===== src/rtl/scale_weight_filter_if.sv =====
// Bus bundle between the load-cell front end and the scale filter.
// master: the sample source (drives readings and tare requests)
// slave : scale_weight_filter (drives the conditioned weight and flags)
interface scale_weight_filter_if;
    logic [15:0] rawGrams;
    logic        rawValid;
    logic        tareRequest;
    logic [13:0] weightInGrams;
    logic        weightValid;
    logic        overload;
    logic        stable;
    logic        tareBusy;

    modport master (
        output rawGrams, rawValid, tareRequest,
        input  weightInGrams, weightValid, overload, stable, tareBusy
    );

    modport slave (
        input  rawGrams, rawValid, tareRequest,
        output weightInGrams, weightValid, overload, stable, tareBusy
    );
endinterface


===== src/rtl/scale_weight_filter.sv =====
// scale_weight_filter: averages raw load-cell readings over 2^AVG_LOG2
// samples, subtracts a stored tare, clamps to 0..MAX_GRAMS and flags
// overload. Optional stability tracking is built when the macro
// SCALE_STABILITY_EN is defined; otherwise 'stable' is held at 1 after reset.
module scale_weight_filter #(
    parameter int unsigned AVG_LOG2     = 3,
    parameter int unsigned MAX_GRAMS    = 9999,
    parameter int unsigned STABLE_TOL   = 2,
    parameter int unsigned STABLE_COUNT = 4
) (
    input  logic                  clk,
    input  logic                  resetN,
    scale_weight_filter_if.slave  bus
);

    localparam int unsigned ACC_W = 16 + AVG_LOG2;

    localparam logic [0:0] ST_RUN  = 1'b0;
    localparam logic [0:0] ST_TARE = 1'b1;

    // Elaboration-time sanity of the configuration
    if (AVG_LOG2 < 1 || STABLE_COUNT < 1 || STABLE_TOL > 9999 || MAX_GRAMS > 16383) begin : g_bad_cfg
        $error("scale_weight_filter: unsupported parameter combination");
    end

    logic [0:0]          r_state;
    logic [ACC_W-1:0]    r_acc;
    logic [AVG_LOG2-1:0] r_cnt;
    logic [15:0]         r_tare;
    logic [15:0]         r_winAvg;
    logic                r_winDone;
    logic                r_tareBusy;
    logic [13:0]         r_weight;
    logic                r_overload;
    logic                r_weightValid;
    logic                r_stable;

    logic [ACC_W-1:0]    w_sum;
    logic                w_last;
    logic [15:0]         w_avg;
    logic [16:0]         w_net;
    logic [13:0]         w_weight;
    logic                w_overload;
    logic                w_tareDone;

    assign w_sum      = r_acc + ACC_W'(bus.rawGrams);
    assign w_last     = (r_cnt == '1);
    assign w_avg      = 16'(w_sum >> AVG_LOG2);
    assign w_net      = {1'b0, r_winAvg} - {1'b0, r_tare};
    assign w_tareDone = (r_state == ST_TARE) && bus.rawValid && w_last;

    // Clamp the signed net value into the displayable range
    always_comb begin
        w_weight   = '0;
        w_overload = 1'b0;
        if (w_net[16]) begin
            w_weight   = '0;
            w_overload = 1'b0;
        end else if (w_net[15:0] > 16'(MAX_GRAMS)) begin
            w_weight   = 14'(MAX_GRAMS);
            w_overload = 1'b1;
        end else begin
            w_weight   = w_net[13:0];
            w_overload = 1'b0;
        end
    end

    // Window accumulation, tare capture and RUN/TARE sequencing
    always_ff @(posedge clk or negedge resetN) begin
        if (!resetN) begin
            r_state    <= ST_RUN;
            r_acc      <= '0;
            r_cnt      <= '0;
            r_tare     <= '0;
            r_winAvg   <= '0;
            r_winDone  <= 1'b0;
            r_tareBusy <= 1'b0;
        end else begin
            r_winDone <= 1'b0;
            case (r_state)
                ST_RUN: begin
                    if (bus.tareRequest) begin
                        // Tare wins over any sample on this edge, including a window's last one
                        r_acc      <= '0;
                        r_cnt      <= '0;
                        r_state    <= ST_TARE;
                        r_tareBusy <= 1'b1;
                    end else if (bus.rawValid) begin
                        if (w_last) begin
                            r_acc     <= '0;
                            r_cnt     <= '0;
                            r_winAvg  <= w_avg;
                            r_winDone <= 1'b1;
                        end else begin
                            r_acc <= w_sum;
                            r_cnt <= r_cnt + 1'b1;
                        end
                    end
                end
                default: begin
                    if (bus.rawValid) begin
                        if (w_last) begin
                            r_acc      <= '0;
                            r_cnt      <= '0;
                            r_tare     <= w_avg;
                            r_state    <= ST_RUN;
                            r_tareBusy <= 1'b0;
                        end else begin
                            r_acc <= w_sum;
                            r_cnt <= r_cnt + 1'b1;
                        end
                    end
                end
            endcase
        end
    end

    // Publish the clamped result one cycle after the window's last sample
    always_ff @(posedge clk or negedge resetN) begin
        if (!resetN) begin
            r_weight      <= '0;
            r_overload    <= 1'b0;
            r_weightValid <= 1'b0;
        end else begin
            r_weightValid <= r_winDone;
            if (r_winDone) begin
                r_weight   <= w_weight;
                r_overload <= w_overload;
            end
        end
    end

`ifdef SCALE_STABILITY_EN
    localparam int unsigned SC_W = $clog2(STABLE_COUNT + 1);

    logic [13:0]     r_prev;
    logic            r_havePrev;
    logic [SC_W-1:0] r_scnt;
    logic [13:0]     w_diff;
    logic            w_within;
    logic [SC_W-1:0] w_scntNext;

    assign w_diff     = (w_weight >= r_prev) ? (w_weight - r_prev) : (r_prev - w_weight);
    assign w_within   = (w_diff <= 14'(STABLE_TOL));
    assign w_scntNext = (r_scnt == SC_W'(STABLE_COUNT)) ? r_scnt : (r_scnt + 1'b1);

    // Track consecutive near-equal RUN results; a completed tare restarts history
    always_ff @(posedge clk or negedge resetN) begin
        if (!resetN) begin
            r_prev     <= '0;
            r_havePrev <= 1'b0;
            r_scnt     <= '0;
            r_stable   <= 1'b0;
        end else if (w_tareDone) begin
            r_havePrev <= 1'b0;
            r_scnt     <= '0;
            r_stable   <= 1'b0;
        end else if (r_winDone) begin
            r_prev <= w_weight;
            if (!r_havePrev) begin
                r_havePrev <= 1'b1;
                r_scnt     <= '0;
                r_stable   <= 1'b0;
            end else if (w_within) begin
                r_scnt   <= w_scntNext;
                r_stable <= (w_scntNext == SC_W'(STABLE_COUNT));
            end else begin
                r_scnt   <= '0;
                r_stable <= 1'b0;
            end
        end
    end
`else
    // Without stability tracking the reading is always reported stable
    always_ff @(posedge clk or negedge resetN) begin
        if (!resetN) begin
            r_stable <= 1'b0;
        end else begin
            r_stable <= 1'b1;
        end
    end
`endif

    assign bus.weightInGrams = r_weight;
    assign bus.weightValid   = r_weightValid;
    assign bus.overload      = r_overload;
    assign bus.stable        = r_stable;
    assign bus.tareBusy      = r_tareBusy;

endmodule


===== src/flat_wrapper.sv =====
// flat-port wrapper written by rule: the top's interface ports become plain ports
module scale_weight_filter_flat 
#(
    parameter int unsigned AVG_LOG2     = 3,
    parameter int unsigned MAX_GRAMS    = 9999,
    parameter int unsigned STABLE_TOL   = 2,
    parameter int unsigned STABLE_COUNT = 4
)
  (clk, resetN, bus_rawGrams, bus_rawValid, bus_tareRequest, bus_weightInGrams, bus_weightValid, bus_overload, bus_stable, bus_tareBusy);
  scale_weight_filter_if bus_i ();
  input  logic clk;
  input  logic resetN;
  input wire logic [$bits(bus_i.rawGrams)-1:0] bus_rawGrams;
  input wire logic [$bits(bus_i.rawValid)-1:0] bus_rawValid;
  input wire logic [$bits(bus_i.tareRequest)-1:0] bus_tareRequest;
  output wire logic [$bits(bus_i.weightInGrams)-1:0] bus_weightInGrams;
  output wire logic [$bits(bus_i.weightValid)-1:0] bus_weightValid;
  output wire logic [$bits(bus_i.overload)-1:0] bus_overload;
  output wire logic [$bits(bus_i.stable)-1:0] bus_stable;
  output wire logic [$bits(bus_i.tareBusy)-1:0] bus_tareBusy;
  assign bus_i.rawGrams = bus_rawGrams;
  assign bus_i.rawValid = bus_rawValid;
  assign bus_i.tareRequest = bus_tareRequest;
  assign bus_weightInGrams = bus_i.weightInGrams;
  assign bus_weightValid = bus_i.weightValid;
  assign bus_overload = bus_i.overload;
  assign bus_stable = bus_i.stable;
  assign bus_tareBusy = bus_i.tareBusy;
  scale_weight_filter #(.AVG_LOG2(AVG_LOG2), .MAX_GRAMS(MAX_GRAMS), .STABLE_TOL(STABLE_TOL), .STABLE_COUNT(STABLE_COUNT)) u_core (.clk(clk), .resetN(resetN), .bus(bus_i));
endmodule

===== config.mk =====
export PLATFORM = sky130hd
export DESIGN_NAME = scale_weight_filter_flat
export DESIGN_NICKNAME = d
export VERILOG_FILES = /design/src/rtl/scale_weight_filter_if.sv /design/src/rtl/scale_weight_filter.sv /design/src/flat_wrapper.sv
export SDC_FILE = /design/constraint.sdc
export NUM_CORES = 1
export LEC_CHECK = 0
export ABC_AREA = 1
export CORE_AREA = 3 3 153 81
export DETAILED_ROUTE_END_ITERATION = 7
export DIE_AREA = 0 0 156 84
export PLACE_DENSITY_LB_ADDON = 0.2
export SLEW_MARGIN = 40
export SYNTH_ARGS = -nofsm -noshare
export SYNTH_HDL_FRONTEND = slang
export SYNTH_SLANG_ARGS = --single-unit

===== constraint.sdc =====
create_clock -name clk -period 2.9 [get_ports clk]
set_input_delay 0.87 -clock clk [delete_from_list [all_inputs] [get_ports clk]]
set_output_delay 0.87 -clock clk [all_outputs]
set_load 0.03 [all_outputs]

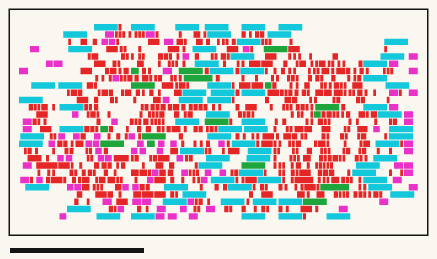
Figure 1: placement by cell class.
Bar = 50 um.
Key: flip-flops = cyan [cells 74, share of their area 31%]; clock drivers and dummy loads = green [cells 16, share of their area 5.5%]; other buffers and delay cells = magenta [cells 81, share of their area 12%]; all other logic = red [cells 588, share of their area 52%]

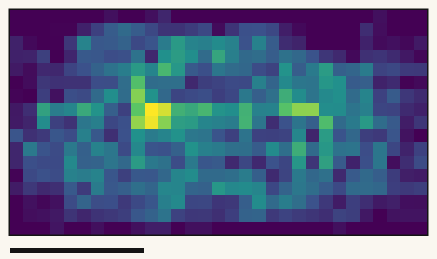
Figure 2: routed metal per tile.
Bar = 50 um. 31 x 17 tiles, from dark purple (low) to yellow (high), scaled to the fullest tile. Values are wire area over tile area, all layers added.
8.3% of the tiles are over half the peak. The densest ninth of the die: middle. The fullest tile reaches 0.58. The emptiest ninth of the die: top right. The mean over all tiles is 0.14. 15% of the tiles are nearly empty.

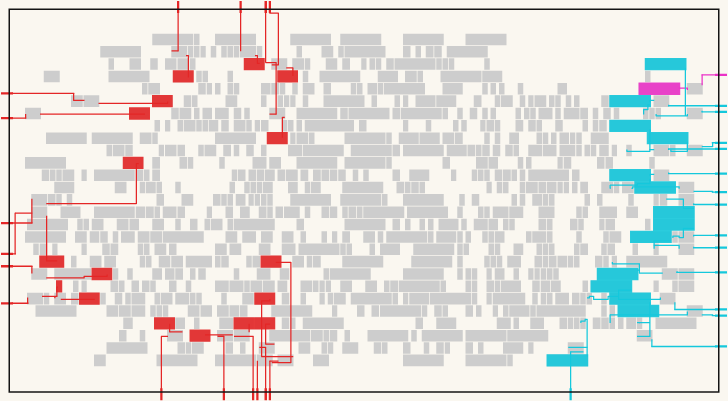
Figure 3: wires at chosen ports, followed through buffers.
Key: `bus_rawGrams` = red [bits 16, direction input, end cells 17, buffers 17, wire 375 um]; `bus_weightInGrams` = cyan [bits 14, direction output, end cells 14, buffers 14, wire 283 um]; `bus_stable` = magenta [bits 1, direction output, end cells 1, buffers 1, wire 7.50 um]

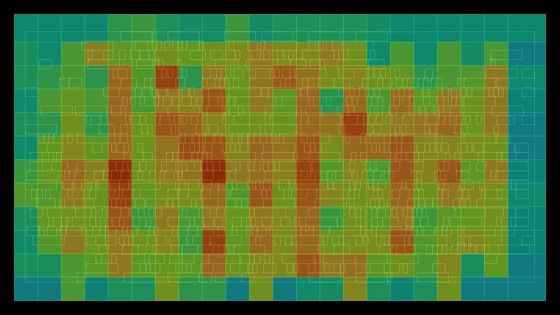
Figure 4: routing congestion.
GRT Util Overall: 19.5%
GR met2 Demand/Resource: 29.3%

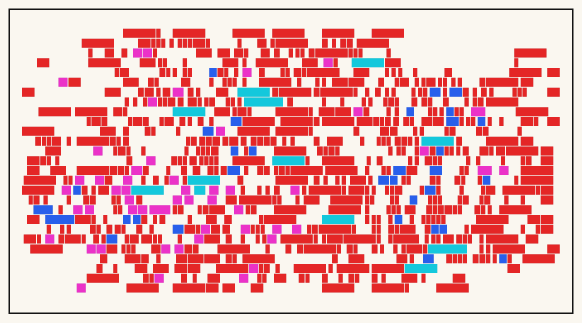
Figure 5: cells by drive strength.
Key: drive 6 and up = cyan [cells 12, most used clkbuf_16]; drive 2 = blue [cells 32, most used nand2_2]; drive 3 to 4 = magenta [cells 52, most used buf_4]; drive 1 or less = red [cells 663, most used nand2_1]
final setup margin: 0.150 ns
synth-to-layout area growth: 24.0%
post-route cell area: 6110 um2

==> logic make-up (layout without fill, tap and decap cells) <==
| logic type | after synthesis | in the layout | synth area share, % |
|---|---|---|---|
| AND/OR/NAND/NOR | 317 | 317 | 27.7 |
| AND-OR/OR-AND | 119 | 119 | 13.8 |
| buffers and inverters | 113 | 198 | 8.83 |
| flip-flops | 74 | 74 | 37.6 |
| adder cells (fa/ha/maj) | 37 | 37 | 9.70 |
| XOR/XNOR | 13 | 13 | 2.31 |
| other | 1 | 1 | 0.0761 |
==> power by group through the flow <==
stage               Sequential [mW]  Combinational [mW]  Clock (mW)
floorplan                      1.62                3.15           0
global placement               1.62                4.45           0
detailed placement             1.63                4.51           0
CTS                            1.62                4.54        1.26
global route                   1.67                5.20        1.31
finish                         1.62                4.59        1.23
==> layer usage <==
metal	wire length (um)	up-vias	part of all wire, %	track usage [%]
li1	-	2336	-	-
met1	6280	2031	52	28.5
met2	5130	78	42	29.3
met3	556	11	4.6	4.35
met4	109	0	0.90	4.33
met5	0	-	0	0
==> layout make-up <==
cell class	count	area, um2	share of cell area (%)
timing repair buffer	81	698	11.4
tap	145	181	2.97
multi-input combinational	487	2680	43.8
clock buffer	9	225	3.68
inverter	101	379	6.20
sequential	74	1850	30.3
clock inverter	7	101	1.66
==> worst max-delay path: stages <==
cell             delay [ns]
clkdlybuf4s50_1        0.47
ha_2                   0.17
inv_1                  0.05
fa_2                   0.35
inv_1                  0.08
nand2_1                0.06
nor2_2                 0.11
nor2_2                 0.06
o21ai_4                0.21
buf_4                  0.14
xor2_1                 0.23
nand2_1                0.09
a21oi_1                0.13
==> repair_timing <==
item | 4_1_cts | 5_1_grt
resized | 0 | 10
endpoints found under the setup margin | 0 | 14
hold buffers | 0 | 0
hold endpoints to repair | 0 | 0
==> impl_metrics.yaml <==
# yosys + openroad results
finish:
  largest_register_ffs: 19
  nNetsFinal: 811
  drive_above_1_share_pct: 12.6
  top_register: "u_core.r_acc"
  fin_cells: 904
  fillCellCount: 1035
  lay_top_count: "nand2_1"
  final_cell_mix: "nand2_1, inv_1, dfrtp_1, nor2_1, buf_4"
  utilization_pct: 55.7
  top_regs: "u_core.r_acc (19), u_core.r_tare (16), u_core.r_winAvg (16)"
critical_path:
  r2r_setup_slack_ns: 0.47
  required_ns: 3.17
  startpoint: "bus_rawGrams[0]"
  end_kind: "register"
  endpoint: "u_core.r_acc[8]$_DFF_PN0_"
  reg2reg_to: "u_core.bus.weightInGrams[4]$_DFFE_PN0P_"
  path_max_fanout: 4
  crit_arrival_ns: 3.02
  ff2ff_path_depth: 15
  crit_path_start_kind: "input port"
detailed_routing:
  avgRoutedWirePerCell_um: 13.4
  vias: 4456
  drt_iter0_drc: 242
  drc: 0
  postRouteAntennaNets: 0
  vias_per_cell: 4.93
  dr.pass1.iters: 5
clock_tree:
  cts_buffers: 9
  cts_buffer_depth: 2
  root_buffer: "clkbuf_16"
  clk_pin_slew_ns: 0.07
  htree_levels: 3
  cts.sinks: 74
outcome:
  outcome: "completed"
power:
  clkPwrFrac_pct: 16.5
  peakVddDrop_uv: 518
  comb_power_share_pct: 61.6
  intPower_mw: 3.96
  leakage_nw: 3.27
  finalPower_mw: 7.44
  switchingPower_mw: 3.48
  powerDensity_nw_per_um2: 1220
  p_sw_share_pct: 46.8
yosys:
  synthArstFlopShare_pct: 100
  ys.flops: 74
  yosysWarnings: 0
  edf_count: 0
  synth_nets: 731
  synth_top_area_share_pct: 37.6
  most_common_cell: "nand2_1"
  synth_cell_types: 36
  yosysChipArea_um2: 4930
  syn-cell-area_um2: 4930
  synth_cells: 674
  common_cells: "nand2_1, inv_1, dfrtp_1"
  syn-mean-instance-area_um2: 7.31
  ys.flop_type: "dfrtp_1"
placed_design:
  port_buffers: 37
  place_inst: 888
  dp_slack_ns: -0.235
flow_run:
  cap_violations: 0
  log.warning_count: 27
global_routing:
  antenna_found_initial: 0
  grt_max_degree: 38
  grt_pass1_wl_mm: 20.3
timing:
  timing.hold.ws_ns: 0.469
  skew_ns: 0.00899
  fmax_ghz: 0.364
  max_slew_margin_pct: 57.0
  rsz0062_at_grt: "false"
  slew_viol_final: 0
  fin_crit_ns: 2.75
  finalClockPeriodUsage_pct: 94.8
  finalSetupViolations: 0
floorplanning:
  die_h_um: 84
  core_um2: 11000
  die-width_um: 156
  placementRows: 27
min_path:
  min-delay-start: "u_core.r_winDone$_DFF_PN0_"
  hold_end: "u_core.bus.weightValid$_DFF_PN0_"
Power is estimated from default activity; no workload was simulated.
